File: src/rtl/vram_pkg.sv
`default_nettype none
// ============================================================================
// Module  : vram_pkg
// Purpose : Shared definitions for the VRAM arbiter: FSM state encoding and
//           default address width / access length.
// Rev     : 1.0  initial release
// ============================================================================
package vram_pkg;

   localparam int unsigned ADDR_W_DEF  = 13;  // bank bit + 12-bit char address
   localparam int unsigned ACC_CYC_DEF = 2;   // clk cycles per VRAM access

   typedef enum logic [1:0] {
      ST_IDLE   = 2'd0,
      ST_VID_RD = 2'd1,
      ST_CPU_RD = 2'd2,
      ST_CPU_WR = 2'd3
   } state_t;

endpackage
`default_nettype wire

File: src/rtl/vram_arbiter_if.sv
`default_nettype none
// ============================================================================
// Module  : vram_arbiter_if
// Purpose : Bundles the video-fetch, CPU and VRAM-side signals of the arbiter.
//           slave  : arbiter side
//           master : requester / memory-model side
// Rev     : 1.0  initial release
// ============================================================================
interface vram_arbiter_if
   import vram_pkg::*;
#(
   parameter int unsigned ADDR_W = ADDR_W_DEF
);
   // video fetch port
   logic              vid_req;
   logic [ADDR_W-1:0] vid_addr;
   logic              vid_valid;
   logic [7:0]        vid_data;
   logic              vid_overrun;
   // CPU port
   logic              cpu_req;
   logic              cpu_we;
   logic [ADDR_W-1:0] cpu_addr;
   logic [7:0]        cpu_wdata;
   logic              cpu_ack;
   logic [7:0]        cpu_rdata;
   // VRAM port
   logic [ADDR_W-1:0] mem_addr;
   logic [7:0]        mem_wdata;
   logic [7:0]        mem_rdata;
   logic              mem_oe_n;
   logic              mem_we_n;

   modport slave (
      input  vid_req, vid_addr, cpu_req, cpu_we, cpu_addr, cpu_wdata, mem_rdata,
      output vid_valid, vid_data, vid_overrun, cpu_ack, cpu_rdata,
             mem_addr, mem_wdata, mem_oe_n, mem_we_n
   );

   modport master (
      output vid_req, vid_addr, cpu_req, cpu_we, cpu_addr, cpu_wdata, mem_rdata,
      input  vid_valid, vid_data, vid_overrun, cpu_ack, cpu_rdata,
             mem_addr, mem_wdata, mem_oe_n, mem_we_n
   );
endinterface
`default_nettype wire

File: src/rtl/vram_wfifo.sv
`default_nettype none
// ============================================================================
// Module  : vram_wfifo
// Purpose : 2-entry CPU write FIFO holding {addr, data}.
// Ports   : clk, reset (async, active-low)
//           i_push/i_addr/i_data : enqueue (ignored when full)
//           i_pop                : drop head entry (ignored when empty)
//           o_addr/o_data        : head entry
//           o_full/o_empty       : occupancy flags
// Rev     : 1.0  initial release
// ============================================================================
module vram_wfifo
   import vram_pkg::*;
#(
   parameter int unsigned ADDR_W = ADDR_W_DEF
) (
   input  logic              clk,
   input  logic              reset,
   input  logic              i_push,
   input  logic [ADDR_W-1:0] i_addr,
   input  logic [7:0]        i_data,
   input  logic              i_pop,
   output logic [ADDR_W-1:0] o_addr,
   output logic [7:0]        o_data,
   output logic              o_full,
   output logic              o_empty
);
   logic [ADDR_W-1:0] r_addr [2];
   logic [7:0]        r_data [2];
   logic              r_wp;
   logic              r_rp;
   logic [1:0]        r_cnt;

   logic w_do_push;
   logic w_do_pop;

   assign o_full    = (r_cnt == 2'd2);
   assign o_empty   = (r_cnt == 2'd0);
   assign w_do_push = i_push & ~o_full;
   assign w_do_pop  = i_pop & ~o_empty;
   assign o_addr    = r_addr[r_rp];
   assign o_data    = r_data[r_rp];

   always_ff @(posedge clk or negedge reset) begin
      if (!reset) begin
         for (int i = 0; i < 2; i++) begin
            r_addr[i] <= '0;
            r_data[i] <= '0;
         end
         r_wp  <= 1'b0;
         r_rp  <= 1'b0;
         r_cnt <= 2'd0;
      end else begin
         if (w_do_push) begin
            r_addr[r_wp] <= i_addr;
            r_data[r_wp] <= i_data;
            r_wp         <= ~r_wp;
         end
         if (w_do_pop) r_rp <= ~r_rp;
         case ({w_do_push, w_do_pop})
            2'b10:   r_cnt <= r_cnt + 2'd1;
            2'b01:   r_cnt <= r_cnt - 2'd1;
            default: r_cnt <= r_cnt;
         endcase
      end
   end
endmodule
`default_nettype wire

File: src/rtl/vram_arbiter.sv
`default_nettype none
// ============================================================================
// Module  : vram_arbiter
// Purpose : Shares one VRAM between video character fetches and CPU accesses.
//           Fixed priority in IDLE: video > queued write > CPU read. Every
//           access lasts ACC_CYC cycles and is never aborted.
// Ports   : clk   - pixel clock, rising edge
//           reset - asynchronous, active-low
//           bus   - vram_arbiter_if.slave (video, CPU and VRAM signals)
// Rev     : 1.0  initial release
// ============================================================================
module vram_arbiter
   import vram_pkg::*;
#(
   parameter int unsigned ADDR_W  = ADDR_W_DEF,
   parameter int unsigned ACC_CYC = ACC_CYC_DEF
) (
   input  logic          clk,
   input  logic          reset,
   vram_arbiter_if.slave bus
);
   localparam logic [1:0] c_last_cyc = 2'(ACC_CYC - 1);
   // mem_we_n is registered, so it is pulled low at the end of this cycle
   // to be low exactly during the last access cycle
   localparam logic [1:0] c_we_cyc   = 2'(ACC_CYC - 2);

   state_t            r_state;
   logic [1:0]        r_cyc;
   logic              r_vid_pend;
   logic [ADDR_W-1:0] r_vid_addr;
   logic [ADDR_W-1:0] r_mem_addr;
   logic [7:0]        r_mem_wdata;
   logic              r_oe_n;
   logic              r_we_n;
   logic              r_cpu_ack;
   logic [7:0]        r_cpu_rdata;
   logic              r_vid_valid;
   logic [7:0]        r_vid_data;
   logic              r_overrun;

   logic              w_fifo_full;
   logic              w_fifo_empty;
   logic [ADDR_W-1:0] w_fifo_addr;
   logic [7:0]        w_fifo_data;
   logic              w_push;
   logic              w_pop;
   logic              w_rd_req;
   logic              w_vid_any;
   logic [ADDR_W-1:0] w_vid_addr;
   logic              w_last;

   // cpu_req is not re-sampled while cpu_ack is high, so a held request
   // is accepted only once
   assign w_push     = bus.cpu_req & bus.cpu_we & ~r_cpu_ack & ~w_fifo_full;
   assign w_rd_req   = bus.cpu_req & ~bus.cpu_we & ~r_cpu_ack;
   // a strobe arriving in IDLE is served directly; the newest address wins
   assign w_vid_any  = r_vid_pend | bus.vid_req;
   assign w_vid_addr = bus.vid_req ? bus.vid_addr : r_vid_addr;
   assign w_last     = (r_cyc == c_last_cyc);
   // the write entry leaves the FIFO only once its access has completed
   assign w_pop      = (r_state == ST_CPU_WR) & w_last;

   vram_wfifo #(.ADDR_W(ADDR_W)) u_wfifo (
      .clk     (clk),
      .reset   (reset),
      .i_push  (w_push),
      .i_addr  (bus.cpu_addr),
      .i_data  (bus.cpu_wdata),
      .i_pop   (w_pop),
      .o_addr  (w_fifo_addr),
      .o_data  (w_fifo_data),
      .o_full  (w_fifo_full),
      .o_empty (w_fifo_empty)
   );

   always_ff @(posedge clk or negedge reset) begin
      if (!reset) begin
         r_state     <= ST_IDLE;
         r_cyc       <= 2'd0;
         r_vid_pend  <= 1'b0;
         r_vid_addr  <= '0;
         r_mem_addr  <= '0;
         r_mem_wdata <= 8'h00;
         r_oe_n      <= 1'b1;
         r_we_n      <= 1'b1;
         r_cpu_ack   <= 1'b0;
         r_cpu_rdata <= 8'h00;
         r_vid_valid <= 1'b0;
         r_vid_data  <= 8'h00;
         r_overrun   <= 1'b0;
      end else begin
         r_cpu_ack   <= w_push;
         r_vid_valid <= 1'b0;
         // a second strobe before the first was started loses the first
         if (bus.vid_req && r_vid_pend) r_overrun <= 1'b1;

         case (r_state)
            ST_IDLE: begin
               r_cyc <= 2'd0;
               if (w_vid_any) begin
                  r_state    <= ST_VID_RD;
                  r_mem_addr <= w_vid_addr;
                  r_oe_n     <= 1'b0;
                  r_vid_pend <= 1'b0;
               end else if (!w_fifo_empty) begin
                  r_state     <= ST_CPU_WR;
                  r_mem_addr  <= w_fifo_addr;
                  r_mem_wdata <= w_fifo_data;
               end else if (w_rd_req) begin
                  r_state    <= ST_CPU_RD;
                  r_mem_addr <= bus.cpu_addr;
                  r_oe_n     <= 1'b0;
               end
            end
            default: begin
               if (bus.vid_req) begin
                  r_vid_pend <= 1'b1;
                  r_vid_addr <= bus.vid_addr;
               end
               if (w_last) begin
                  r_state <= ST_IDLE;
                  r_cyc   <= 2'd0;
                  r_oe_n  <= 1'b1;
                  r_we_n  <= 1'b1;
                  if (r_state == ST_VID_RD) begin
                     r_vid_valid <= 1'b1;
                     r_vid_data  <= bus.mem_rdata;
                  end
                  if (r_state == ST_CPU_RD) begin
                     r_cpu_ack   <= 1'b1;
                     r_cpu_rdata <= bus.mem_rdata;
                  end
               end else begin
                  r_cyc <= r_cyc + 2'd1;
                  if ((r_state == ST_CPU_WR) && (r_cyc == c_we_cyc)) r_we_n <= 1'b0;
               end
            end
         endcase
      end
   end

   assign bus.mem_addr    = r_mem_addr;
   assign bus.mem_wdata   = r_mem_wdata;
   assign bus.mem_oe_n    = r_oe_n;
   assign bus.mem_we_n    = r_we_n;
   assign bus.cpu_ack     = r_cpu_ack;
   assign bus.cpu_rdata   = r_cpu_rdata;
   assign bus.vid_valid   = r_vid_valid;
   assign bus.vid_data    = r_vid_data;
   assign bus.vid_overrun = r_overrun;
endmodule
`default_nettype wire

File: src/flat_wrapper.sv
// flat-port wrapper written by rule: the top's interface ports become plain ports
module vram_arbiter_flat import vram_pkg::*;
#(
   parameter int unsigned ADDR_W  = ADDR_W_DEF,
   parameter int unsigned ACC_CYC = ACC_CYC_DEF
)
  (clk, reset, bus_vid_req, bus_vid_addr, bus_cpu_req, bus_cpu_we, bus_cpu_addr, bus_cpu_wdata, bus_mem_rdata, bus_vid_valid, bus_vid_data, bus_vid_overrun, bus_cpu_ack, bus_cpu_rdata, bus_mem_addr, bus_mem_wdata, bus_mem_oe_n, bus_mem_we_n);
  vram_arbiter_if #(.ADDR_W(ADDR_W)) bus_i ();
  input  logic clk;
  input  logic reset;
  input wire logic [$bits(bus_i.vid_req)-1:0] bus_vid_req;
  input wire logic [$bits(bus_i.vid_addr)-1:0] bus_vid_addr;
  input wire logic [$bits(bus_i.cpu_req)-1:0] bus_cpu_req;
  input wire logic [$bits(bus_i.cpu_we)-1:0] bus_cpu_we;
  input wire logic [$bits(bus_i.cpu_addr)-1:0] bus_cpu_addr;
  input wire logic [$bits(bus_i.cpu_wdata)-1:0] bus_cpu_wdata;
  input wire logic [$bits(bus_i.mem_rdata)-1:0] bus_mem_rdata;
  output wire logic [$bits(bus_i.vid_valid)-1:0] bus_vid_valid;
  output wire logic [$bits(bus_i.vid_data)-1:0] bus_vid_data;
  output wire logic [$bits(bus_i.vid_overrun)-1:0] bus_vid_overrun;
  output wire logic [$bits(bus_i.cpu_ack)-1:0] bus_cpu_ack;
  output wire logic [$bits(bus_i.cpu_rdata)-1:0] bus_cpu_rdata;
  output wire logic [$bits(bus_i.mem_addr)-1:0] bus_mem_addr;
  output wire logic [$bits(bus_i.mem_wdata)-1:0] bus_mem_wdata;
  output wire logic [$bits(bus_i.mem_oe_n)-1:0] bus_mem_oe_n;
  output wire logic [$bits(bus_i.mem_we_n)-1:0] bus_mem_we_n;
  assign bus_i.vid_req = bus_vid_req;
  assign bus_i.vid_addr = bus_vid_addr;
  assign bus_i.cpu_req = bus_cpu_req;
  assign bus_i.cpu_we = bus_cpu_we;
  assign bus_i.cpu_addr = bus_cpu_addr;
  assign bus_i.cpu_wdata = bus_cpu_wdata;
  assign bus_i.mem_rdata = bus_mem_rdata;
  assign bus_vid_valid = bus_i.vid_valid;
  assign bus_vid_data = bus_i.vid_data;
  assign bus_vid_overrun = bus_i.vid_overrun;
  assign bus_cpu_ack = bus_i.cpu_ack;
  assign bus_cpu_rdata = bus_i.cpu_rdata;
  assign bus_mem_addr = bus_i.mem_addr;
  assign bus_mem_wdata = bus_i.mem_wdata;
  assign bus_mem_oe_n = bus_i.mem_oe_n;
  assign bus_mem_we_n = bus_i.mem_we_n;
  vram_arbiter #(.ADDR_W(ADDR_W), .ACC_CYC(ACC_CYC)) u_core (.clk(clk), .reset(reset), .bus(bus_i));
endmodule
File: config.mk
export PLATFORM = sky130hd
export DESIGN_NAME = vram_arbiter_flat
export DESIGN_NICKNAME = d
export VERILOG_FILES = /design/src/rtl/vram_pkg.sv /design/src/rtl/vram_arbiter_if.sv /design/src/rtl/vram_wfifo.sv /design/src/rtl/vram_arbiter.sv /design/src/flat_wrapper.sv
export SDC_FILE = /design/constraint.sdc
export NUM_CORES = 1
export LEC_CHECK = 0
export CORE_UTILIZATION = 50
export CTS_BUF_LIST = sky130_fd_sc_hd__clkbuf_4 sky130_fd_sc_hd__clkbuf_8 sky130_fd_sc_hd__clkbuf_16
export DETAILED_ROUTE_END_ITERATION = 10
export PLACE_DENSITY = 0.83
export SLEW_MARGIN = 20
export SYNTH_ARGS = -nofsm -noshare
export SYNTH_HDL_FRONTEND = slang
export SYNTH_SLANG_ARGS = --single-unit
export TNS_END_PERCENT = 30
File: constraint.sdc
create_clock -name clk -period 2.84 [get_ports clk]
set_input_delay 0.568 -clock clk [delete_from_list [all_inputs] [get_ports clk]]
set_output_delay 0.568 -clock clk [all_outputs]
set_load 0.05 [all_outputs]
Run 1, wires at chosen ports, followed through buffers:
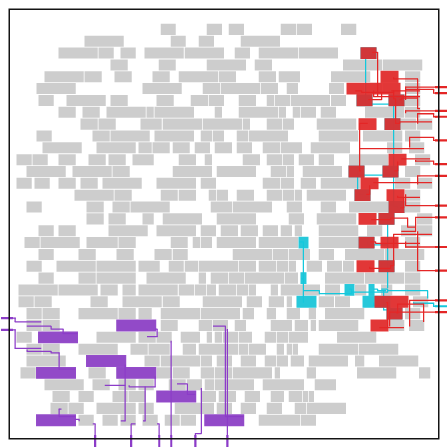
[red] bus_vid_addr | bits: 13 | direction: input | end cells: 26 | buffers: 13 | wire: 332 um
[cyan] bus_vid_req | bits: 1 | direction: input | end cells: 19 | buffers: 2 | wire: 158 um
[purple] bus_vid_data | bits: 8 | direction: output | end cells: 8 | buffers: 8 | wire: 198 um
IO Count: 89
I/O Buffers: 88

Run 1, cell outlines without signal wires:
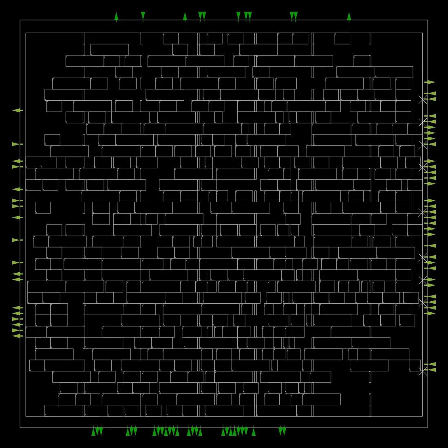
flop count: 106
non-filler cells in the finished layout: 523
tap cell count: 108

==> run notes, run 1 <==
run results: run status=complete, but fails checks, failing checks=DRC, Biggest register=u_core.u_wfifo.r_addr, CP Capture Point=bus_mem_we_n, post-CTS sizing=0, DRT met1 WL=4.40 mm, Post-route DRC=9, Max Freq=437 MHz, CTS Hold Bufs=0, Most used DFF post-synth=dfrtp_1, Levels on crit path=1, flop2flop setup slack=720 ps, critical path fanouts, max=3, CP cell instances=clkdlybuf4s50_1, cell area after layout=5770 sq um, gr busiest metal=met2, worst r2r path cells=5, HP Class=input port to asynchronous set/reset pin, YS chip area=4640 sq um, core area=8850 sq um, Largest regs=u_core.u_wfifo.r_addr x26, u_core.u_wfifo.r_data x16, Worst Tran Pin Value=798 ps, Yosys reg bits=106, Synth Cell Area=4640 sq um, reg2reg start=u_core.u_wfifo.r_cnt[0]$_DFFE_PN0P_, vias per cell=5.70, met1 Track Usage GR=29.1%, skew final=13.3 ps, Leak Pwr=2.37 nW, Final Max Tran Viols=0, CP endpoint kind=output pin, Synth cell types=42, met3 Track Usage GR=3.15%, Clock Tree Root=clkbuf_8, fin nets=458, max-cap violation count=0, Top Layer Used=met4, tally of filler cells in the layout=698, GR Overflow Total=0, cts bufs inserted=9, Period minus WS final=2290 ps, critical path's top delay family=buffers and inverters, Setup crit start=u_core.bus.mem_we_n$_DFFE_PN1P_, max incr delay on CP=800 ps, Top power group=combinational logic, ys async rst share=100%, antenna violations before repair=0, Core Util, Final=65.3%, GPL Wtd Cong=0.704, Sw Ratio=41.6%, global-route wire length before repair=15.7 mm, CP startpoint kind=flop, GR Layer Usage met2=33.7%, Worst IR Drop VDD=0.756 mV, Syn Area/Cell=14.3 sq um, Synth top cell by count=dfrtp_1, final setup TNS=0 ps, Pwr Total=7.25 mW, Final period util=80.6%, Post-synth EDFFs=0, Synth Net Count=372, worst endpoint required time=2270 ps, metal3 WL=389 um, Place WS=505 ps, Post-CTS Setup Inserts=0, Data arrival, critical path=1720 ps, Sink Count=106, clk latency late pin=360 ps, dpl cell area=5600 sq um, layout cells sized above 1=29.9%, vias in the first global route=3,075, unrepaired setup endpoints after global routing=no, Seq power=2.75 mW, Bufs on Longest Clock Path=2, hold slack=165 ps, Flop pwr share=37.9%, Hold Violations, Final=0, post-detail-place hpwl=6.74 mm
Run 1, wiring by layer:
Scale bar: 20 um.
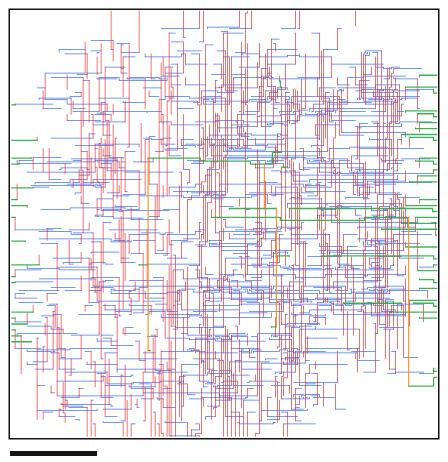
[green] M3 | wire length: 389 um
[orange] M4 | wire length: 120 um
[blue] M1 | wire length: 4,400 um
[red] M2 | wire length: 4,600 um
Wirelength per Cell: 18.2 um
gr usage total: 20.9%
Vias: 2,981
Routed WL: 9.51 mm

## run 1: area by class of cell
| class | count | area [sq um] | share of cell area, % |
|---|---|---|---|
| Multi-Input combinational cell | 195 | 1840 | 31.9 |
| Sequential cell | 106 | 2660 | 46.0 |
| Timing Repair Buffer | 98 | 966 | 16.7 |
| Tap cell | 108 | 135 | 2.34 |
| Clock buffer | 9 | 124 | 2.15 |
| Clock inverter | 7 | 50.0 | 0.867 |
## run 1: kinds of logic after synthesis
kind of cell    after synthesis  synth area share (%)
compound gates               48                  9.20
xor+xnor                      5                 0.945
fa+ha+maj                     1                 0.270
buf+inv                      23                  2.94
flops                       106                  57.3
mux                         100                  23.9
simple gates                 41                  5.43
Run 1, pin map:
Pins as bars across the die edge, other pins in gray.
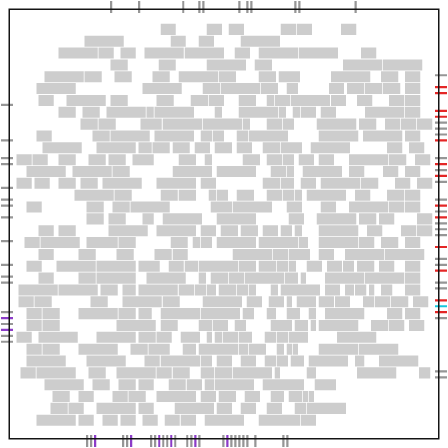

==> run 2: changes to the inputs <==
--- a/config.mk
+++ b/config.mk
@@ -5,10 +5,10 @@
 export SDC_FILE = /design/constraint.sdc
 export NUM_CORES = 1
 export LEC_CHECK = 0
-export CORE_UTILIZATION = 50
+export CORE_UTILIZATION = 47
 export CTS_BUF_LIST = sky130_fd_sc_hd__clkbuf_4 sky130_fd_sc_hd__clkbuf_8 sky130_fd_sc_hd__clkbuf_16
 export DETAILED_ROUTE_END_ITERATION = 10
-export PLACE_DENSITY = 0.83
+export PLACE_DENSITY = 0.82
 export SLEW_MARGIN = 20
 export SYNTH_ARGS = -nofsm -noshare
 export SYNTH_HDL_FRONTEND = slang
==> constraint.sdc (replaced) <==
create_clock -name clk -period 1.9 [get_ports clk]
set_input_delay 0.38 -clock clk [delete_from_list [all_inputs] [get_ports clk]]
set_output_delay 0.38 -clock clk [all_outputs]
set_load 0.05 [all_outputs]
Run 2, pin map:
Pins as bars across the die edge, other pins in gray.
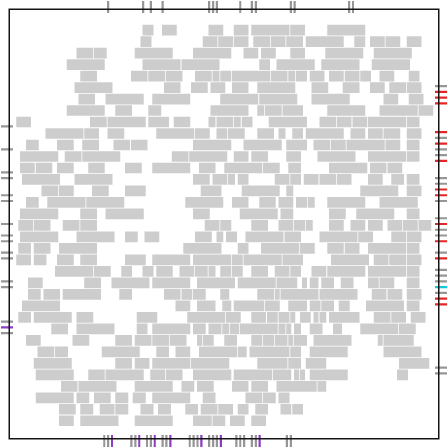
[purple] bus_vid_data | pins: 8 | direction: output | edge: 7 south, 1 west
[red] bus_vid_addr | pins: 13 | direction: input | edge: east
[cyan] bus_vid_req | pins: 1 | direction: input | edge: east

==> run notes, run 2 <==
run results: Synth top cell by count=dfrtp_1 (unchanged), Wirelength per Cell=17.7 um (was 18.2 um), Final period util=93.9%, Flop pwr share=37.3% (was 37.9%), reg2reg start=u_core.r_state[0]$_DFFE_PN0P_ (was u_core.u_wfifo.r_cnt[0]$_DFFE_PN0P_), Top power group=combinational logic (unchanged), post-CTS sizing=33 (was 0), worst endpoint required time=2140 ps (was 2270 ps), YS chip area=4640 sq um (unchanged), Period minus WS final=1780 ps, Commonest cells post-synth=104 x dfrtp_1, 86 x mux2_2 (unchanged), unrepaired setup endpoints after global routing=no (unchanged), Largest regs=u_core.u_wfifo.r_addr x26, u_core.u_wfifo.r_data x16 (unchanged), ys async rst share=100% (unchanged), Die Y=101 um (was 98.3 um), Yosys reg bits=106 (unchanged), CP endpoint kind=flop (was output pin), GPL Wtd Cong=0.763 (was 0.704), run status=completed (was complete, but fails checks), max-cap violation count=0 (unchanged), non-filler cells in the finished layout=553 (was 523), met3 Track Usage GR=3.52% (was 3.15%), layout cells sized above 1=33.5% (was 29.9%), Most used DFF post-synth=dfrtp_1 (unchanged), fin nets=467 (was 458), GR Overflow Total=0 (unchanged), gr busiest metal=met2 (unchanged), hold slack=64.3 ps (was 165 ps), tool warning count=28 (was 26), post-detail-place hpwl=6.69 mm (was 6.74 mm), met2 WL post-DR=4.79 mm (was 4.60 mm), Starting DRT DRC Count=134 (was 173), Biggest register=u_core.u_wfifo.r_addr (unchanged), Final Max Tran Viols=0 (unchanged), Post-CTS Setup Inserts=0 (unchanged), Leak Pwr=2.51 nW (was 2.37 nW), post-route ant nets=0 (unchanged), IO Count=89 (unchanged), Sink Count=106 (unchanged), Core Util, Final=62.4% (was 65.3%), Top Layer Used=met4 (unchanged), Sw Ratio=42.0% (was 41.6%), Vias=3,085 (was 2,981), cell area after layout=5870 sq um (was 5770 sq um), Synth Cell Area=4640 sq um (unchanged), Pwr Total=10.8 mW (was 7.25 mW), Max Freq=561 MHz, I/O Buffers=88 (unchanged), Clock Tree Root=clkbuf_8 (unchanged), Largest register FFs=26 (unchanged), global-route wire length before repair=16.1 mm (was 15.7 mm), metal3 WL=503 um (was 389 um), flop2flop setup slack=120 ps (was 720 ps), HP Class=input port to asynchronous set/reset pin (unchanged), CP startpoint kind=flop (unchanged), Data arrival, critical path=2030 ps (was 1720 ps), Seq power=4.03 mW (was 2.75 mW), final setup TNS=0 ps (unchanged), CP Capture Point=u_core.r_vid_addr[11]$_DFFE_PN0P_ (was bus_mem_we_n), worst r2r path cells=4 (was 5), gr usage total=20.5% (was 20.9%), Synth cell types=42 (unchanged), # Cells Yosys=324 (unchanged), met1 Track Usage GR=27.2% (was 29.1%), CTS clock-pin slew for the worst setup and hold paths=100 ps (was 110 ps), CTS Hold Bufs=0 (unchanged), Place WS=-244 ps (was 505 ps), Post-route DRC=0 (was 9), GR Layer Usage met2=34.3% (was 33.7%), core area=9420 sq um (was 8850 sq um), Synth Net Count=372 (unchanged), Routed WL=9.77 mm (was 9.51 mm), cts bufs inserted=9 (unchanged), Syn Area/Cell=14.3 sq um (unchanged), vias in the first global route=3,131 (was 3,075), Hold Violations, Final=0 (unchanged), antenna violations before repair=0 (unchanged), FF-to-FF End=u_core.r_vid_addr[11]$_DFFE_PN0P_ (was u_core.u_wfifo.r_cnt[1]$_DFFE_PN0P_), DRT met1 WL=4.38 mm (was 4.40 mm), vias per cell=5.58 (was 5.70), Setup crit start=u_core.r_state[0]$_DFFE_PN0P_ (was u_core.bus.mem_we_n$_DFFE_PN1P_), Worst IR Drop VDD=0.939 mV (was 0.756 mV), dpl cell area=5720 sq um (was 5600 sq um), Worst Tran Pin Value=626 ps (was 798 ps), Post-synth EDFFs=0 (unchanged), Bufs on Longest Clock Path=2 (unchanged), critical path fanouts, max=16 (was 3)
Run 2, clock wires, drivers and flops:
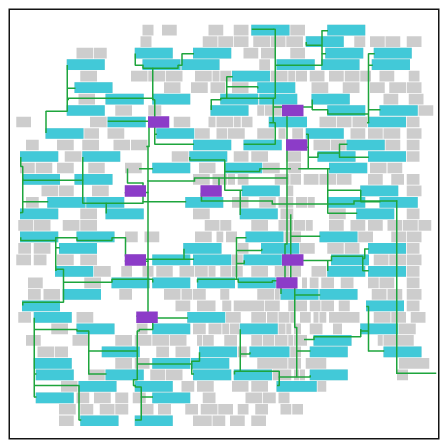
[green] clock wires | length: 1,130 um
[cyan] flip-flops | count: 106
[purple] clock-net drivers | count: 9
flops lie: widely spread
clk latency late pin: 360 ps
Clk pwr share: 12.1%
clk pwr: 1.31 mW
skew final: 11.3 ps

run 2: netlist changes by cell type in the layout (fill, tap and decap cells not counted), moves of 3 or more:
cell,delta
buf_12,+4
buf_4,+13
clkdlybuf4s50_1,-42
clkinv_2,-3
dlygate4sd2_1,+33
run 2: critical path: stages, from the launching register on:
cell and delay (ps):
dfrtp_1 470, or2_1 550, nand2_1 190, buf_12 190, mux2_2 270
run 2: cells by family after synthesis:
group	Yosys count	share of synthesized area [%]
buf+inv	23	2.94
fa+ha+maj	1	0.270
xor+xnor	5	0.945
compound gates	48	9.20
simple gates	41	5.43
flops	106	57.3
mux	100	23.9
run 2: layout make-up:
type                    count  area [sq um]
flip-flops and latches    106          2660
clock buffers              10           131
clock inverters             6          55.1
repair buffers            107          1020
well taps                 129           161
fillers                   749          3540
multi-input cells         195          1850
==> run 3: changes to the inputs <==
--- a/config.mk
+++ b/config.mk
@@ -9,7 +9,6 @@
 export CTS_BUF_LIST = sky130_fd_sc_hd__clkbuf_4 sky130_fd_sc_hd__clkbuf_8 sky130_fd_sc_hd__clkbuf_16
 export DETAILED_ROUTE_END_ITERATION = 10
 export PLACE_DENSITY = 0.82
-export SLEW_MARGIN = 20
 export SYNTH_ARGS = -nofsm -noshare
 export SYNTH_HDL_FRONTEND = slang
 export SYNTH_SLANG_ARGS = --single-unit
Run 3, wiring by layer:
Scale bar: 20 um.
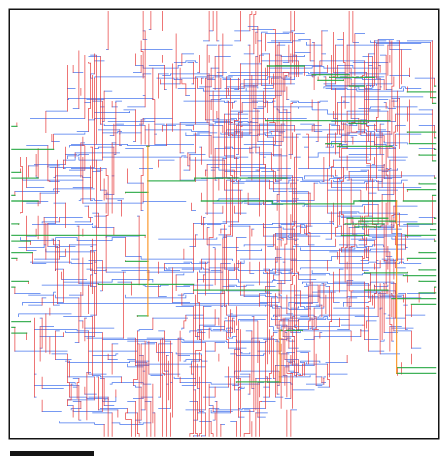
[green] M3 | wire length: 503 um
[blue] M1 | wire length: 4,380 um
[red] M2 | wire length: 4,790 um
[orange] M4 | wire length: 93.2 um
Wirelength per Cell: 17.7 um
gr usage total: 20.5%
Vias: 3,085

Run 3, wires at chosen ports, followed through buffers:
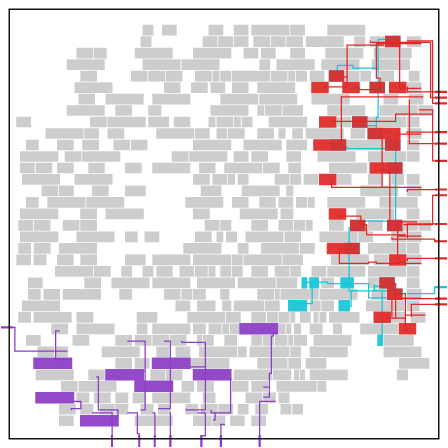
[cyan] bus_vid_req | bits: 1 | direction: input | end cells: 19 | buffers: 2 | wire: 194 um
[purple] bus_vid_data | bits: 8 | direction: output | end cells: 8 | buffers: 8 | wire: 213 um
[red] bus_vid_addr | bits: 13 | direction: input | end cells: 26 | buffers: 13 | wire: 465 um

==> run notes, run 3 <==
run results: run status=completed (unchanged), FA/HA/MAJ Cells, Area Fraction=0.270% (unchanged), critical path fanouts, max=16 (unchanged), Max Freq=561 MHz (unchanged), DP Cell Count=537 (unchanged), CP cell instances=or2_1 -> nand2_1 -> buf_12 -> mux2_2 (unchanged), Syn Area/Cell=14.3 sq um (unchanged), row cnt=35 (unchanged), skew final=11.3 ps (unchanged), worst endpoint required time=2140 ps (about the same), Final period util=93.9% (unchanged), Clk pwr share=12.1% (about the same), n_diodes=0 (unchanged), Starting DRT DRC Count=134 (unchanged), Buf/Inv on CP=1 (unchanged), Pwr Total=10.8 mW (unchanged), max incr delay on CP=550 ps (about the same), critical path's top delay family=simple AND/OR/NAND/NOR gates (unchanged), AO/OA Area Share=9.20% (unchanged), TritonRoute pass-1 iters=4 (unchanged), NetSw=4.54 mW (unchanged), Cells after Synth=324 (unchanged), FF-to-FF End=u_core.r_vid_addr[11]$_DFFE_PN0P_ (unchanged), Yosys reg bits=106 (unchanged), clk latency late pin=360 ps (about the same), area occupied by multi-input gates=1850 sq um (unchanged), gr busiest metal=met2 (unchanged), worst r2r path cells=4 (unchanged), power in combinational cells=5.47 mW (about the same), CP endpoint kind=flop (unchanged), cell taking the most area after synthesis=dfrtp_1 (unchanged), Final Max Tran Viols=0 (unchanged), Sw Ratio=42.0% (unchanged), # Cells Yosys=324 (unchanged), most numerous logic cells after layout=104 x dfrtp_1, 86 x mux2_2, 45 x clkdlybuf4s50_1, 33 x dlygate4sd2_1, 23 x buf_4 (unchanged), Max-area cell share=56.1% (unchanged), met2 WL post-DR=4.79 mm (unchanged), fin nets=467 (unchanged), Leak Pwr=2.51 nW (unchanged), Bufs on Longest Clock Path=2 (unchanged), CTS clock-pin slew for the worst setup and hold paths=100 ps (about the same), register share after synthesis=57.3% (unchanged), Seq power=4.03 mW (about the same), Clock Tree Root=clkbuf_8 (unchanged), Cell Pwr Density=1840 nW/um^2 (unchanged), full die area=10,300 sq um (unchanged), die width=101 um (unchanged), ys async rst share=100% (unchanged), setup ws final=116 ps (unchanged), post-route ant nets=0 (unchanged), hold slack=64.3 ps (unchanged), Levels on crit path=4 (unchanged), Commonest cells post-synth=104 x dfrtp_1, 86 x mux2_2 (unchanged), Flop pwr share=37.3% (about the same), XORs/XNORs by Area=0.945% (unchanged), CTS tree=yes (unchanged), met1 Track Usage GR=27.2% (unchanged), Setup crit start=u_core.r_state[0]$_DFFE_PN0P_ (unchanged), Post-synth EDFFs=0 (unchanged), vias in the first global route=3,131 (unchanged), Flop area=2660 sq um (unchanged), tally of filler cells in the layout=749 (unchanged), CTS Hold Bufs=0 (unchanged), Biggest register=u_core.u_wfifo.r_addr (unchanged), global-route wire length before repair=16.1 mm (unchanged), YS chip area=4640 sq um (unchanged), Period minus WS final=1780 ps (unchanged), Synth cell types=42 (unchanged), Crit Path Class=flop to flop (unchanged), clk pwr=1.31 mW (about the same), dpl cell area=5720 sq um (unchanged), Routed WL=9.77 mm (unchanged), Top Layer Used=met4 (unchanged), post-detail-place hpwl=6.69 mm (unchanged), Post-route DRC=0 (unchanged), max-cap violation count=0 (unchanged), Slowest cell on crit path=or2_1 (unchanged), metal3 WL=503 um (unchanged), CP startpoint kind=flop (unchanged), Data arrival, critical path=2030 ps (about the same), vias per cell=5.58 (unchanged), Internal=6.27 mW (unchanged), cell area after layout=5870 sq um (unchanged), multiplexer share of the synthesized area=23.9% (unchanged), DRT met1 WL=4.38 mm (unchanged), Most used DFF post-synth=dfrtp_1 (unchanged), reg2reg start=u_core.r_state[0]$_DFFE_PN0P_ (unchanged), Largest register FFs=26 (unchanged), Yosys warnings=0 (unchanged), unrepaired setup endpoints after global routing=no (unchanged), Top logic family=multiplexers (unchanged), relative slew slack=58.3% (unchanged), Place WS=-244 ps (unchanged), Basic Gates by Area=5.43% (unchanged), Initial Utilization=49.2% (unchanged), Worst IR Drop VDD=0.939 mV (unchanged), largest net degree at the start of global routing=107 (unchanged), Top power group=combinational logic (unchanged), layout cells sized above 1=33.5% (unchanged), Largest cells by area=dfrtp_1 56%, mux2_2 21%, a221o_1 2.8%, mux2i_1 2.8%, o32a_1 2.8% (unchanged), flop2flop setup slack=120 ps (about the same), H-tree depth=3 (unchanged), Die Y=101 um (unchanged), GR Overflow Total=0 (unchanged), Sink Count=106 (unchanged), cts bufs inserted=9 (unchanged), Hold Violations, Final=0 (unchanged), GPL Wtd Cong=0.763 (unchanged), non-filler cells in the finished layout=553 (unchanged), tool warning count=28 (unchanged), Synth top cell by count=dfrtp_1 (unchanged), met3 Track Usage GR=3.52% (unchanged), core area=9420 sq um (unchanged), Largest regs=u_core.u_wfifo.r_addr x26, u_core.u_wfifo.r_data x16 (unchanged), final setup TNS=0 ps (unchanged), CP Capture Point=u_core.r_vid_addr[11]$_DFFE_PN0P_ (unchanged), Syn-to-layout area delta=26.7% (unchanged), IO Count=89 (unchanged), antenna violations before repair=0 (unchanged), Synth Cell Area=4640 sq um (unchanged), I/O Buffers=88 (unchanged), logic gate share of total power=50.6% (about the same), Worst Tran Pin Value=626 ps (unchanged), setup violators final=0 (unchanged), HP Class=input port to asynchronous set/reset pin (unchanged), Synth Net Count=372 (unchanged), most numerous logic cell after layout=dfrtp_1 (unchanged), Core Util, Final=62.4% (unchanged), GR Layer Usage met2=34.3% (unchanged)
==> run 3: kinds of logic (layout without fill, tap and decap cells) <==
kind of cell | after synthesis | after routing
DFF | 106 | 106
muxes | 100 | 100
AOI/OAI and AO/OA | 48 | 48
and+or+nand+nor | 41 | 41
buffers and inverters | 23 | 123
xor gates and xnor gates | 5 | 5
adders and majority gates | 1 | 1
==> run 3: final cells by class <==
type	instances	share of cell area, %
clock buffer	10	2.24
multi-input combinational	195	31.4
sequential	106	45.2
clock inverter	6	0.937
timing repair buffer	107	17.4
tap	129	2.75
==> run 3: timing repair <==
item | 4_1_cts | 5_1_grt
setup buffers | 0 | 0
endpoints found under the setup margin | 33 | 14
endpoints found under the hold margin | 0 | 0
resized | 33 | 2
Power and IR drop assume default switching activity.
